File: config.mk
export PLATFORM = sky130hd
export DESIGN_NAME = conv_layer_scheduler
export DESIGN_NICKNAME = d
export VERILOG_FILES = /design/src/rtl/conv_pkg.sv /design/src/rtl/conv_sched_loop_cnt.sv /design/src/rtl/conv_layer_scheduler.sv
export SDC_FILE = /design/constraint.sdc
export NUM_CORES = 1
export LEC_CHECK = 0
export CAP_MARGIN = 0
export CELL_PAD_IN_SITES_DETAIL_PLACEMENT = 1
export CELL_PAD_IN_SITES_GLOBAL_PLACEMENT = 2
export CORE_MARGIN = 8
export CORE_UTILIZATION = 25
export DETAILED_ROUTE_END_ITERATION = 10
export PLACE_DENSITY = 0.75
export SLEW_MARGIN = 30
export SYNTH_ARGS = -nofsm -noshare
export SYNTH_HDL_FRONTEND = slang
export SYNTH_HIERARCHICAL = 1
export SYNTH_SLANG_ARGS = --single-unit
File: constraint.sdc
create_clock -name clk -period 2.2 [get_ports clk]
set_clock_uncertainty 0.2 [all_clocks]
set_input_delay 0.33 -clock clk [delete_from_list [all_inputs] [get_ports clk]]
set_output_delay 0.33 -clock clk [all_outputs]
set_load 0.01 [all_outputs]
File: src/rtl/conv_pkg.sv
// conv_pkg: shared sizes, scheduler states and input-interface command encodings
package conv_pkg;
  localparam int CONV_IMAGE_SIZE  = 8;
  localparam int CONV_KERNEL_SIZE = 3;
  localparam int CONV_MAC_LATENCY = 4;
  localparam int OUT_ROWS         = CONV_IMAGE_SIZE - CONV_KERNEL_SIZE + 1;
  localparam int CONV_ARRAY_SIZE  = OUT_ROWS;
  typedef enum logic [2:0] {
    S_IDLE  = 3'd0,
    S_LOAD  = 3'd1,
    S_MAC   = 3'd2,
    S_SHIFT = 3'd3,
    S_DRAIN = 3'd4,
    S_WRITE = 3'd5,
    S_DONE  = 3'd6,
    S_FLUSH = 3'd7
  } conv_state_e;
  localparam logic [1:0] CMD_NOP      = 2'b00;
  localparam logic [1:0] CMD_LOAD_ROW = 2'b01;
  localparam logic [1:0] CMD_SHIFT    = 2'b10;
  localparam logic [1:0] CMD_FLUSH    = 2'b11;
endpackage

File: src/rtl/conv_sched_loop_cnt.sv
// conv_sched_loop_cnt: nested kernel-column / kernel-row / output-row counters with last flags
module conv_sched_loop_cnt #(
  parameter int K = 3,
  parameter int R = 6
) (
  input  logic       clk,
  input  logic       rst,
  input  logic       clr_i,
  input  logic       kc_inc_i,
  input  logic       kr_inc_i,
  input  logic       row_inc_i,
  output logic [1:0] kc_o,
  output logic [1:0] kr_o,
  output logic [2:0] row_o,
  output logic       kc_last_o,
  output logic       kr_last_o,
  output logic       row_last_o
);
  logic [1:0] kc_q, kc_d, kr_q, kr_d;
  logic [2:0] row_q, row_d;
  // a kernel-row step restarts the column walk; an output-row step restarts the whole kernel walk
  always_comb begin
    kc_d  = (clr_i || kr_inc_i || row_inc_i) ? 2'd0 : kc_inc_i ? kc_q + 2'd1 : kc_q;
    kr_d  = (clr_i || row_inc_i) ? 2'd0 : kr_inc_i ? kr_q + 2'd1 : kr_q;
    row_d = clr_i ? 3'd0 : row_inc_i ? row_q + 3'd1 : row_q;
  end
  // counter registers
  always_ff @(posedge clk) begin
    if (rst) begin
      kc_q  <= 2'd0;
      kr_q  <= 2'd0;
      row_q <= 3'd0;
    end else begin
      kc_q  <= kc_d;
      kr_q  <= kr_d;
      row_q <= row_d;
    end
  end
  assign kc_o       = kc_q;
  assign kr_o       = kr_q;
  assign row_o      = row_q;
  assign kc_last_o  = kc_q == 2'(K - 1);
  assign kr_last_o  = kr_q == 2'(K - 1);
  assign row_last_o = row_q == 3'(R - 1);
endmodule

File: src/rtl/conv_layer_scheduler.sv
// conv_layer_scheduler: sequences window loads, kernel shifts, MACs, drain and row hand-off for one image.
// Optional perf counters are built when CONV_SCHED_PERF_EN is defined.
module conv_layer_scheduler
  import conv_pkg::*;
#(
  parameter int IMAGE_SIZE  = CONV_IMAGE_SIZE,
  parameter int KERNEL_SIZE = CONV_KERNEL_SIZE,
  parameter int ARRAY_SIZE  = CONV_ARRAY_SIZE,
  parameter int MAC_LATENCY = CONV_MAC_LATENCY
) (
  input  logic        clk,
  input  logic        rst_n,
  input  logic        start,
  output logic        busy,
  output logic        done,
  output logic [1:0]  input_interface_cmd,
  input  logic [1:0]  input_interface_ack,
  output logic [2:0]  row_addr,
  output logic [3:0]  weight_addr,
  output logic        mac_en,
  output logic        acc_clr,
  output logic        feature_valid,
  input  logic        feature_ready,
  output logic [2:0]  out_row,
  output logic [2:0]  current_state
`ifdef CONV_SCHED_PERF_EN
  ,
  output logic [31:0] perf_busy_cnt,
  output logic [31:0] perf_stall_cnt
`endif
);
  localparam int DW = $clog2(MAC_LATENCY + 1);
  if (ARRAY_SIZE != IMAGE_SIZE - KERNEL_SIZE + 1) begin : g_cfg_err
    $error("conv_layer_scheduler: ARRAY_SIZE must equal IMAGE_SIZE-KERNEL_SIZE+1");
  end
  conv_state_e   state_q, state_d;
  logic [DW-1:0] drain_q, drain_d;
  logic [1:0]    kc, kr;
  logic          kc_last, kr_last, row_last, ack_ok, drain_last, start_acc;
  assign input_interface_cmd = (state_q == S_LOAD)  ? CMD_LOAD_ROW :
                               (state_q == S_SHIFT) ? CMD_SHIFT :
                               (state_q == S_FLUSH) ? CMD_FLUSH : CMD_NOP;
  assign ack_ok     = input_interface_cmd != CMD_NOP && input_interface_ack == input_interface_cmd;
  assign drain_last = drain_q == DW'(MAC_LATENCY - 1);
  assign start_acc  = state_q == S_IDLE && start;
  // next state: commands wait for their matching ack, MAC walks the kernel, WRITE waits for downstream
  always_comb begin
    state_d = state_q;
    drain_d = (state_q == S_DRAIN) ? drain_q + DW'(1) : '0;
    case (state_q)
      S_IDLE:  if (start) state_d = S_LOAD;
      S_LOAD:  if (ack_ok) state_d = S_MAC;
      S_MAC:   state_d = !kc_last ? S_SHIFT : !kr_last ? S_LOAD : S_DRAIN;
      S_SHIFT: if (ack_ok) state_d = S_MAC;
      S_DRAIN: if (drain_last) state_d = S_WRITE;
      S_WRITE: if (feature_ready) state_d = row_last ? S_FLUSH : S_LOAD;
      S_FLUSH: if (ack_ok) state_d = S_DONE;
      default: state_d = S_IDLE;
    endcase
  end
  // state and drain-timer registers
  always_ff @(posedge clk) begin
    if (rst_n) begin
      state_q <= S_IDLE;
      drain_q <= '0;
    end else begin
      state_q <= state_d;
      drain_q <= drain_d;
    end
  end
  conv_sched_loop_cnt #(
    .K(KERNEL_SIZE),
    .R(ARRAY_SIZE)
  ) u_loop_cnt (
    .clk       (clk),
    .rst       (rst_n),
    .clr_i     (start_acc),
    .kc_inc_i  (state_q == S_MAC && !kc_last),
    .kr_inc_i  (state_q == S_MAC && kc_last && !kr_last),
    .row_inc_i (state_q == S_WRITE && feature_ready && !row_last),
    .kc_o      (kc),
    .kr_o      (kr),
    .row_o     (out_row),
    .kc_last_o (kc_last),
    .kr_last_o (kr_last),
    .row_last_o(row_last)
  );
  assign busy          = state_q != S_IDLE;
  assign done          = state_q == S_DONE;
  assign row_addr      = (state_q == S_LOAD) ? out_row + {1'b0, kr} : 3'd0;
  assign weight_addr   = (state_q == S_MAC) ? 4'(kr) * 4'(KERNEL_SIZE) + 4'(kc) : 4'd0;
  assign mac_en        = state_q == S_MAC;
  assign acc_clr       = state_q == S_LOAD && kr == 2'd0;
  assign feature_valid = state_q == S_WRITE;
  assign current_state = state_q;
`ifdef CONV_SCHED_PERF_EN
  logic [31:0] busy_cnt_q, stall_cnt_q;
  logic        stall;
  assign stall = ((state_q == S_LOAD || state_q == S_SHIFT || state_q == S_FLUSH) && !ack_ok) ||
                 (state_q == S_WRITE && !feature_ready);
  // busy and stall cycle counters, restarted with each accepted image
  always_ff @(posedge clk) begin
    if (rst_n || start_acc) begin
      busy_cnt_q  <= '0;
      stall_cnt_q <= '0;
    end else begin
      busy_cnt_q  <= busy_cnt_q + 32'(busy);
      stall_cnt_q <= stall_cnt_q + 32'(stall);
    end
  end
  assign perf_busy_cnt  = busy_cnt_q;
  assign perf_stall_cnt = stall_cnt_q;
`endif
endmodule

**Run 1: cells colored by class**

Scale: 8 px per µm.
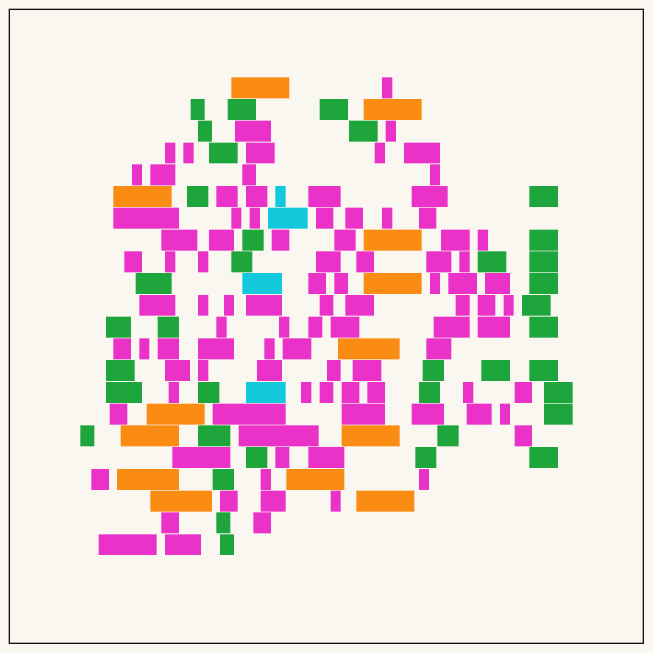
legend:
  all other logic:
    color: magenta
    cells: 96
    share_of_their_area: 54%
  other buffers and delay cells:
    color: green
    cells: 37
    share_of_their_area: 23%
  clock drivers and dummy loads:
    color: cyan
    cells: 4
    share_of_their_area: 3.3%
  flip-flops:
    color: orange
    cells: 13
    share_of_their_area: 19%

**Run 1: close-up of the layout**

Region (29, 29) to (79, 79) µm. Cells in gray, sequential cells in the stronger gray; small squares are vias.
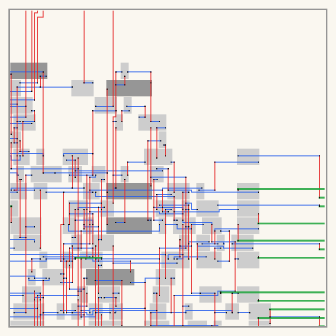
legend:
  met3:
    color: green
  met2:
    color: red
  met1:
    color: blue
netlist names of flops here include: drain_q (3)
cells with their middle in the window: 76
sequential cells in the window: 5
most frequent: clkdlybuf4s50_1 (12), nor2_1 (5), a21oi_1 (5)

==> results.txt, run 1 <==
yosys + openroad results -> H-tree lvl count=1, core utilization at floorplan=25.42%, Clock Tree Buf Depth=2, LEAKAGE=0.6325 nW, DR WL met3=188 µm, CTS tree=yes, main area contributors=dfxtp_1 26%, ha_1 13%, fa_1 6.0%, yosys warns=6, DR WL met2=1379 µm, Clock Tree Root=clkbuf_8, TNS Setup=-0.5150 ns, flip-flops with a built-in enable=0, Residual DRC=0, post-synthesis cell type count=35, crit path launch type=flop, dpl cell area=1379 µm², failing checks=negative setup slack, CTS Hold Bufs=0, Layout area overhead=44.40%, top cell type by total area after synthesis=dfxtp_1, RSZ-0062 raised after global routing=true, Crit. End Element=primary output, area fraction of the dominant cell type after synthesis=26.16%, Tool Warnings=30, FF-to-FF End=u_loop_cnt/kc_o[1], Slew @ Worst Pin=0.4114 ns, port buffer count=25, endpoints failing setup=2, data required time at the worst endpoint=1.67 ns, Vias/cell=4.535, most numerous cell on the critical path=fa_1, # rows=23, max layer used=met4, min-delay src=drain_q[0], fmax=0.3999 GHz, Worst VDD drop=0.2556 mV, Post-synth top flop=dfxtp_1, Hold EP=drain_q[0], CTS sink count=13, cell count listed in synth_stat.txt=114, syn_area_per_cell=8.725 µm², min-delay worst type=flop to flop, Worst Setup SP=u_loop_cnt/kc_o[1], pre-CTS setup slack=-0.4865 ns, wl on met1=1215 µm, I/O pin cnt=26, worst flop-to-flop path startpoint=u_loop_cnt/row_o[0], Tmin final=2.501 ns, diode count=0, Max-cap violations=0, synthesis area per yosys=994.7 µm², ys flops=13, Mapped Nets=133, layout cells sized above 1=24.67%, WL final=2799 µm, synthesized area=994.7 µm², most frequent cells after synthesis=13 x dfxtp_1, 13 x nor2_1, 12 x inv_1, number of routed nets with antenna violations=0, Seq share, synth=26.16%, FF-to-FF setup slack=0.26 ns, asr flop ratio synth=0%, vias in the first global route=1031, Arrival @ worst endpoint=1.97 ns, GPL Wtd Cong=0.7481, initial antenna violation count=0, hold path depth=1, CP peak stage delay=0.52 ns, DR vias=907, Mapped Cells=114, clk_lat worst skew=0.25 ns, Final Hold Slack=0.2234 ns, Clock transition at path regs=0.07 ns, Power per Cell Area=881.0 nW/µm², die height=79.08 µm, total die area=6253 µm², Std-Cell Core Area=3914 µm², Final Max Tran Viols=0, worst path cell trace=fa_1 -> ha_4 -> fa_1 -> and2_1 -> buf_2, Final nets=170, cell area after layout=1436 µm², GRT Overall Usage=9.518%, status=complete, but fails checks, crit path max fanout=2, Worst slew margin=72.41%, final hold vios=0, pin count of the biggest net entering global routing=13, first-pass GRT wire length=4850 µm, Tcrit/Tclk final=113.7%, DR pass1 iterations=4, HPWL after detailed placement=2253 µm, total grt overflow=0, Crit-path slowest cell=fa_1, Avg WL per Cell=14.00 µm, initial drt markers=13, slack of the critical path=-0.3006 ns, chip width=79.08 µm, CTS buffer count=3, reg2reg path depth=6, critical path class=flop to primary output
**Run 1: ports around the boundary**

Scale: 4 px per µm. Pins as bars across the die edge, other pins in gray.
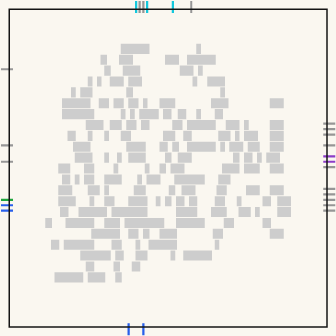
legend:
  out_row:
    color: cyan
    pins: 3
    direction: output
    edge: north
  weight_addr:
    color: blue
    pins: 4
    direction: output
    edge: 2 west, 2 south
  mac_en:
    color: green
    pins: 1
    direction: output
    edge: west
  input_interface_ack:
    color: purple
    pins: 2
    direction: input
    edge: east

-- run 1: through the flow --
stage / power (mW) / util, % / instances
6_report: 1.265 / 36.70 / 200
5_1_grt: 1.381 / 36.70 / 200
4_1_cts: 1.270 / 36.16 / 200
3_5_place_dp: 1.041 / 35.23 / 196
3_3_place_gp: 1.019 / 35.23 / 196
2_1_floorplan: 0.7337 / - / 114
-- run 1: worst max-delay path by stage --
stage,end,slack [ns],cells after the start
2_1_floorplan,weight_addr[2],0.004,4
3_3_place_gp,weight_addr[2],-0.45,5
3_5_place_dp,weight_addr[2],-0.49,5
4_1_cts,weight_addr[2],-0.31,5
5_1_grt,weight_addr[2],-0.37,5
6_report,weight_addr[2],-0.30,5
-- run 1: power by group --
group / internal (mW) / switching [mW] / leakage [nW] / total (mW)
logic: 0.362 / 0.360 / 0.503 / 0.722
clock network: 0.128 / 0.0955 / 0.0228 / 0.224
registers: 0.276 / 0.0439 / 0.107 / 0.320
-- run 1: kinds of logic (layout without fill, tap and decap cells) --
logic type	Yosys count	after routing	share of synthesized area (%)
compound gates	16	16	13.96
simple gates	46	46	25.79
flops	13	13	26.16
fa+ha+maj	13	13	18.62
buf+inv	17	53	6.540
xor+xnor	5	5	4.403
mux	4	4	4.528
-- run 1: critical path: cells and delay by family, from the launching register on --
kind | cells | cell delay, ns
buf+inv | 1 | 0.13
simple gates | 1 | 0.11
flops | 1 | 0.33
fa+ha+maj | 3 | 1.17
-- run 1: placed cells by master (no fill, tap or decap), types with 2 or more instances in the layout --
cell type,instances
dfxtp_2,3
o21ai_0,2
dlymetal6s2s_1,2
ha_1,9
dfxtp_1,10
buf_4,11
buf_2,5
clkdlybuf4s50_1,17
nor2_1,13
a211oi_1,2
nand2_1,5
and3_1,4
fa_1,2
a21oi_1,5
xnor2_1,3
inv_1,10
inv_2,2
xor2_1,2
and2_1,6
nor2b_1,2
nand2b_1,4
clkbuf_8,3
mux2i_1,3
-- run 1: flip-flops by register name (all words and copies together) (netlist names) --
name,cells
u_loop_cnt/row_o,3
current_state,3
u_loop_cnt/kr_o,2
u_loop_cnt/kc_o,2
drain_q,3
-- run 1: final cells by class --
class,count,area (µm²)
Fill cell,482,2477
Sequential cell,13,264.0
Timing Repair Buffer,37,322.8
Inverter,12,45.04
Tap cell,50,62.56
Multi-Input combinational cell,84,696.9
Clock buffer,4,45.04
-- run 1: timing repair --
item	in CTS	in global routing
endpoints found under the setup margin	10	12
gates resized	27	8
pin swaps	1	1
setup buffers	0	0
-- run 1: routing by layer --
layer  up-vias  global-route usage, %
met4         0                  3.333
met5         -                      0
met1       432                  10.58
met2        20                  16.60
li1        453                      -
met3         2                  3.047
==> run 2: changes to the inputs <==
--- a/config.mk
+++ b/config.mk
@@ -10,8 +10,10 @@
 export CELL_PAD_IN_SITES_GLOBAL_PLACEMENT = 2
 export CORE_MARGIN = 8
 export CORE_UTILIZATION = 25
+export CTS_CLUSTER_SIZE = 16
 export DETAILED_ROUTE_END_ITERATION = 10
 export PLACE_DENSITY = 0.75
+export SKIP_LAST_GASP = 1
 export SLEW_MARGIN = 30
 export SYNTH_ARGS = -nofsm -noshare
 export SYNTH_HDL_FRONTEND = slang
**Run 2: ports around the boundary**

Scale: 4 px per µm. Pins as bars across the die edge, other pins in gray.
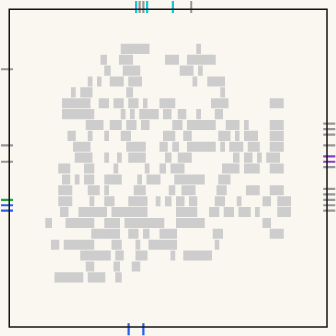
legend:
  mac_en:
    color: green
    pins: 1
    direction: output
    edge: west
  out_row:
    color: cyan
    pins: 3
    direction: output
    edge: north
  weight_addr:
    color: blue
    pins: 4
    direction: output
    edge: 2 west, 2 south
  input_interface_ack:
    color: purple
    pins: 2
    direction: input
    edge: east
all pins by edge: 12 east, 6 west, 6 north, 2 south

==> run 2 against run 1 <==
Compared with the run above:
- the run still ends with negative setup slack left
- critical path depth stayed put
- worst hold slack hardly changed
- cell count stayed put
- synthesized cell count stayed put
- area after synthesis stayed put
- total power is 0.59% lower
- die area stayed put
- setup slack hardly changed
- flip-flop count stayed put
- via count is 0.55% lower
- register-to-register slack hardly changed
- utilization is 0.16 points lower
- critical endpoint unchanged
==> results.txt, run 2 <==
yosys + openroad results -> status=complete, but fails checks (unchanged), failing checks=negative setup slack (unchanged), Worst slew margin=72.11% (was 72.41%), LEAKAGE=0.6154 nW (was 0.6325 nW), mux share=4.528% (unchanged), top comb family, area=simple AND/OR/NAND/NOR gates (unchanged), DR vias=902 (was 907), final hold vios=0 (unchanged), P_int=0.7608 mW (was 0.7659 mW), fmax=0.3999 GHz (about the same), Switching Fraction=39.52% (was 39.47%), switching power=0.4971 mW (was 0.4995 mW), AO/OA Area Share=13.96% (unchanged), crit path launch type=flop (unchanged), main area contributors=dfxtp_1 26%, ha_1 13%, fa_1 6.0% (unchanged), buffer-and-inverter tally for the worst setup path=1 (unchanged), crit path max fanout=2 (unchanged), GPL Wtd Cong=0.7481 (unchanged), Vias/cell=4.510 (was 4.535), Layout Cells excl Fill=200 (unchanged), asr flop ratio synth=0% (unchanged), endpoints failing setup=3 (was 2), Tcrit/Tclk final=113.7% (about the same), worst path cell trace=fa_1 -> ha_4 -> fa_1 -> and2_1 -> buf_2 (unchanged), Std-Cell Core Area=3914 µm² (unchanged), first-pass GRT wire length=4850 µm (unchanged), footprint of the multi-input gates=693.2 µm² (was 696.9 µm²), CTS buffer count=3 (unchanged), Seq share, synth=26.16% (unchanged), initial drt markers=11 (was 13), Arrival @ worst endpoint=1.97 ns (about the same), pre-CTS setup slack=-0.4865 ns (unchanged), Adder Share, Synth=18.62% (unchanged), WL final=2793 µm (was 2799 µm), Placed Instances=196 (unchanged), Max-cap violations=0 (unchanged), cell area after layout=1430 µm² (was 1436 µm²), critical path class=flop to primary output (unchanged), simple share=25.79% (unchanged), most frequent cells after synthesis=13 x dfxtp_1, 13 x nor2_1, 12 x inv_1 (unchanged), Worst VDD drop=0.2564 mV (was 0.2556 mV), most frequent logic cell in the layout=clkdlybuf4s50_1 (unchanged), # rows=23 (unchanged), port buffer count=25 (unchanged), data required time at the worst endpoint=1.67 ns (about the same), Mapped Cells=114 (unchanged), syn_area_per_cell=8.725 µm² (unchanged), XORs/XNORs by Area=4.403% (unchanged), Worst Setup SP=u_loop_cnt/kc_o[1] (unchanged), Mapped Nets=133 (unchanged), chip width=79.08 µm (unchanged), worst flop-to-flop path startpoint=u_loop_cnt/row_o[0] (unchanged), number of routed nets with antenna violations=0 (unchanged), Crit. End Element=primary output (unchanged), total grt overflow=0 (unchanged), Final Max Tran Viols=0 (unchanged), synthesized area=994.7 µm² (unchanged), cell count listed in synth_stat.txt=114 (unchanged), Tool Warnings=30 (unchanged), Final Hold Slack=0.2234 ns (about the same), Largest delay share family, worst path=adder cells (unchanged), clk_lat worst skew=0.25 ns (about the same), Sequential Power Share=25.2% (was 25.3%), HPWL after detailed placement=2253 µm (unchanged), yosys warns=6 (unchanged), slack of the critical path=-0.3008 ns (was -0.3006 ns), H-tree lvl count=1 (unchanged), I/O pin cnt=26 (unchanged), ys flops=13 (unchanged), flip-flops with a built-in enable=0 (unchanged), RSZ-0062 raised after global routing=true (unchanged), Clock power frac=17.8% (was 17.7%), min-delay worst type=flop to flop (unchanged), Avg WL per Cell=13.97 µm (was 14.00 µm), Crit-path slowest cell=fa_1 (unchanged), fill cell count=477 (was 482), CTS sink count=13 (unchanged), Clock Tree Buf Depth=2 (unchanged), synthesis area per yosys=994.7 µm² (unchanged), GRT Overall Usage=9.518% (unchanged), min-delay src=drain_q[0] (unchanged), Layout area overhead=43.77% (was 44.40%), DR pass1 iterations=4 (unchanged), Residual DRC=0 (unchanged), fin util=36.54% (was 36.70%)
## run 2: cell counts after synthesis
Identical to the previous run, type by type.
## run 2: power by group through the flow
| stage | combinational [mW] | clock (mW) | sequential, mW |
|---|---|---|---|
| 5_1_grt | 0.800 | 0.245 | 0.326 |
| 6_report | 0.717 | 0.224 | 0.318 |
| 4_1_cts | 0.725 | 0.229 | 0.316 |
| 3_3_place_gp | 0.701 | 0 | 0.317 |
| 3_5_place_dp | 0.721 | 0 | 0.319 |
| 2_1_floorplan | 0.412 | 0 | 0.321 |
## run 2: worst paths after layout
path	end	slack, ns	depth (start not counted)
setup / recovery	weight_addr[2]	-0.30	5
hold / removal	drain_q[0]	0.22	1
setup reg to reg	u_loop_cnt/kc_o[1]	0.26	6
hold reg to reg	drain_q[0]	0.22	1
## run 2: layer usage
layer | wire length, µm | up-vias | global-route usage (%)
met2 | 1384 | 18 | 16.60
met3 | 186 | 2 | 3.047
met1 | 1206 | 430 | 10.58
met5 | 0 | - | 0
li1 | - | 452 | -
met4 | 16 | 0 | 3.333
## run 2: worst reg2reg max path, delay by kind of cell, from the launching register on
kind,cells,cell delay (ns)
simple gates,3,0.65
buf+inv,1,0.15
flops,1,0.36
compound gates,1,0.33
fa+ha+maj,1,0.14
## run 2: cells by family (layout without fill, tap and decap cells)
| logic type | Yosys count | in the layout |
|---|---|---|
| flip-flops | 13 | 13 |
| AND/OR/NAND/NOR | 46 | 46 |
| buffers and inverters | 17 | 53 |
| multiplexers | 4 | 4 |
| adder cells (fa/ha/maj) | 13 | 13 |
| XOR/XNOR | 5 | 5 |
| AND-OR/OR-AND | 16 | 16 |
## run 2: through the flow
| stage | power (mW) | TNS [ns] |
|---|---|---|
| after detailed placement | 1.041 | -1.175 |
| after CTS | 1.270 | -0.7114 |
| final | 1.258 | -0.5443 |
| after floorplan | 0.7337 | 0 |
| after global placement | 1.019 | -1.062 |
| after global routing | 1.372 | -0.8996 |
## run 2: cell type report
class	count	area share, %
inverters	12	3.150
well taps	50	4.374
repair buffers	37	22.40
flip-flops and latches	13	18.46
multi-input cells	84	48.47
clock buffers	4	3.150
## run 2: timing repair
action | CTS | global route
buffers inserted | 0 | 0
setup endpoints to repair | 10 | 12
pin swaps | 1 | 1
endpoints found under the hold margin | 0 | 0
hold buffers | 0 | 0
gates resized | 27 | 5
==> run 3: changes to the inputs <==
--- a/config.mk
+++ b/config.mk
@@ -9,10 +9,10 @@
 export CELL_PAD_IN_SITES_DETAIL_PLACEMENT = 1
 export CELL_PAD_IN_SITES_GLOBAL_PLACEMENT = 2
 export CORE_MARGIN = 8
-export CORE_UTILIZATION = 25
+export CORE_UTILIZATION = 28
 export CTS_CLUSTER_SIZE = 16
 export DETAILED_ROUTE_END_ITERATION = 10
-export PLACE_DENSITY = 0.75
+export PLACE_DENSITY = 0.8
 export SKIP_LAST_GASP = 1
 export SLEW_MARGIN = 30
 export SYNTH_ARGS = -nofsm -noshare
==> constraint.sdc (replaced) <==
create_clock -name clk -period 2.4 [get_ports clk]
set_clock_uncertainty 0.2 [all_clocks]
set_input_delay 0.36 -clock clk [delete_from_list [all_inputs] [get_ports clk]]
set_output_delay 0.36 -clock clk [all_outputs]
set_load 0.02 [all_outputs]
**Run 3: cells colored by class**

Scale: 8 px per µm.
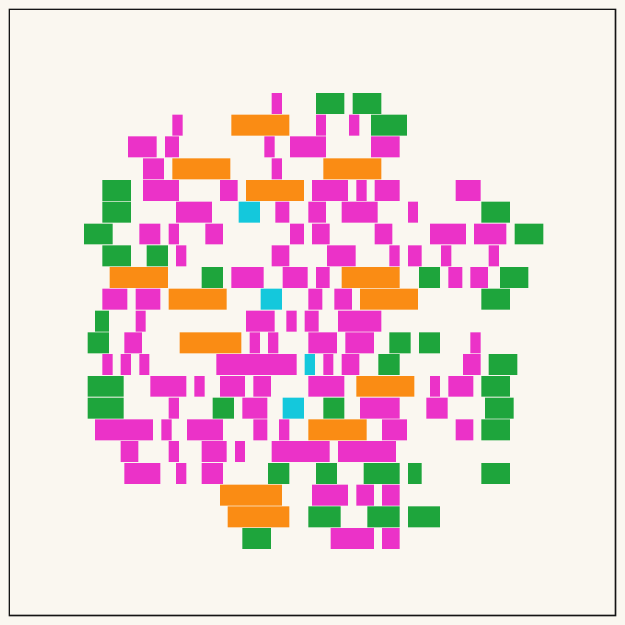
legend:
  all other logic:
    color: magenta
    cells: 96
    share_of_their_area: 54%
  clock drivers and dummy loads:
    color: cyan
    cells: 4
    share_of_their_area: 1.9%
  other buffers and delay cells:
    color: green
    cells: 36
    share_of_their_area: 25%
  flip-flops:
    color: orange
    cells: 13
    share_of_their_area: 19%

==> run 3 against run 2 <==
Compared with the run above:
- the run still ends with negative setup slack left
- cell count fell by 2.5%
- total power fell by 8.5%
- critical path depth did not move
- clock power fell by 36%
- area after synthesis did not move
- sequential share of layout area rose by 0.16 points
- synthesized cell count did not move
- routed wire length fell by 1.5%
- largest cell class unchanged
==> results.txt, run 3 <==
yosys + openroad results -> status=complete, but fails checks (unchanged), failing checks=negative setup slack (unchanged), hold path depth=1 (unchanged), clk_lat worst skew=0.28 ns (was 0.25 ns), global routing's busiest layer=met2 (unchanged), Tcrit/Tclk final=107.5%, Vias/cell=4.667 (was 4.510), GRT Overall Usage=10.12% (was 9.518%), crit path max fanout=2 (unchanged), Clock Tree Root=clkbuf_4 (was clkbuf_8), vias in the first global route=968 (was 1031), CTS buffer count=3 (unchanged), slack of the critical path=-0.1805 ns (was -0.3008 ns), port buffer count=25 (unchanged), Avg WL per Cell=14.10 µm (was 13.97 µm), GR Util met3=3.553% (was 3.047%), CTS sink count=13 (unchanged), die height=75.60 µm (was 79.08 µm), # rows=21 (was 23), dpl cell area=1363 µm² (was 1379 µm²), endpoints failing setup=2 (was 3), synthesized area=994.7 µm² (unchanged), CTS tree=yes (unchanged), buffer-and-inverter tally for the worst setup path=1 (unchanged), Crit. End Element=primary output (unchanged), Clock transition at path regs=0.08 ns (was 0.07 ns), initial drt markers=37 (was 11), ys flops=13 (unchanged), Tot Pwr=1.151 mW (was 1.258 mW), Mapped Cells=114 (unchanged), Worst slew margin=69.66% (was 72.11%), yosys warns=6 (unchanged), CTS Hold Bufs=0 (unchanged), cell area after layout=1418 µm² (was 1430 µm²), most numerous cell on the critical path=fa_1 (unchanged), min-delay src=drain_q[0] (unchanged), total grt overflow=0 (unchanged), reg2reg path depth=5 (was 6), Post-synth top flop=dfxtp_1 (unchanged), chip width=75.60 µm (was 79.08 µm), asr flop ratio synth=0% (unchanged), Max-cap violations=0 (unchanged), core utilization at floorplan=29.58% (was 25.42%), CP peak stage delay=0.55 ns (was 0.52 ns), final hold vios=0 (unchanged), Seq share, synth=26.16% (unchanged), TNS Setup=-0.2814 ns (was -0.5443 ns), syn_area_per_cell=8.725 µm² (unchanged), Std-Cell Core Area=3363 µm² (was 3914 µm²), most frequent cells after synthesis=13 x dfxtp_1, 13 x nor2_1, 12 x inv_1 (unchanged), initial antenna violation count=0 (unchanged), most frequent logic cells in the routed design=16 x clkdlybuf4s50_1, 13 x nor2_1, 12 x inv_1 (was 18 x clkdlybuf4s50_1, 13 x nor2_1, 11 x inv_1, 11 x buf_4, 10 x dfxtp_1), min-delay worst type=flop to flop (unchanged), number of routed nets with antenna violations=0 (unchanged), main area contributors=dfxtp_1 26%, ha_1 13%, fa_1 6.0% (unchanged), Slew @ Worst Pin=0.4531 ns (was 0.4158 ns), synthesis area per yosys=994.7 µm² (unchanged), Worst VDD drop=0.3187 mV (was 0.2564 mV), Final Max Tran Viols=0 (unchanged), DR vias=910 (was 902), first-pass GRT wire length=4388 µm (was 4850 µm), diode count=0 (unchanged), Residual DRC=0 (unchanged), layout cells sized above 1=22.82% (was 24.00%), Crit-path slowest cell=fa_1 (unchanged), Worst Setup SP=u_loop_cnt/kr_o[1] (was u_loop_cnt/kc_o[1]), I/O pin cnt=26 (unchanged), GRT met1 Usage=11.25% (was 10.58%), Arrival @ worst endpoint=2.02 ns (was 1.97 ns), cell count listed in synth_stat.txt=114 (unchanged)
run 3: worst register-to-register path, stage by stage, from the launching register on:
cell	delay, ns
dfxtp_1	0.41
buf_4	0.22
nor3_1	0.09
nor3b_2	0.21
or3_4	0.43
a2111oi_4	0.33
run 3: cell families after synthesis:
logic type / count (synthesis) / synth area share (%)
AND/OR/NAND/NOR: 46 / 25.79
buffers and inverters: 17 / 6.540
AND-OR/OR-AND: 16 / 13.96
adder cells (fa/ha/maj): 13 / 18.62
flip-flops: 13 / 26.16
XOR/XNOR: 5 / 4.403
multiplexers: 4 / 4.528
run 3: power by group:
part           internal [mW]  switching (mW)
Clock                 0.0646          0.0782
Sequential             0.250          0.0291
Combinational          0.334           0.395
Total                  0.649           0.502
run 3: how the worst max path moves through the flow:
| stage | slack (ns) | end |
|---|---|---|
| after detailed placement | -0.39 | weight_addr[2] |
| final | -0.18 | weight_addr[2] |
| after floorplan | 0.09 | weight_addr[2] |
| after global placement | -0.32 | weight_addr[2] |
| after global routing | -0.26 | weight_addr[2] |
| after CTS | -0.18 | weight_addr[2] |
run 3: layout make-up:
class                           count  area (µm²)
Sequential cell                    13       264.0
Clock buffer                        4       26.28
Inverter                           12       45.04
Multi-Input combinational cell     84       688.2
Tap cell                           46       57.56
Fill cell                         420        1946
Timing Repair Buffer               36       336.6
run 3: stage by stage:
step / setup slack (ns) / hold slack, ns / std cells
5_1_grt: -0.2558 / 0.2707 / 195
3_3_place_gp: -0.3231 / 0.2077 / 190
6_report: -0.1805 / 0.2387 / 195
4_1_cts: -0.1771 / 0.2493 / 195
2_1_floorplan: 0.08922 / 0.1991 / 114
3_5_place_dp: -0.3916 / 0.2368 / 190
run 3: metal layers:
metal  vias to the layer above  wire length [µm]
met3                         4               145
met5                         -                 0
met2                        20              1352
met4                         0                25
met1                       435              1227
li1                        451                 -
run 3: timing repair:
| item | in CTS | in global routing |
|---|---|---|
| gates resized | 27 | 11 |
| setup endpoints to repair | 8 | 9 |
| pin swaps | 2 | 0 |
| buffers inserted | 1 | 0 |
| gates cloned | 0 | 0 |
Power and IR drop assume default switching activity.
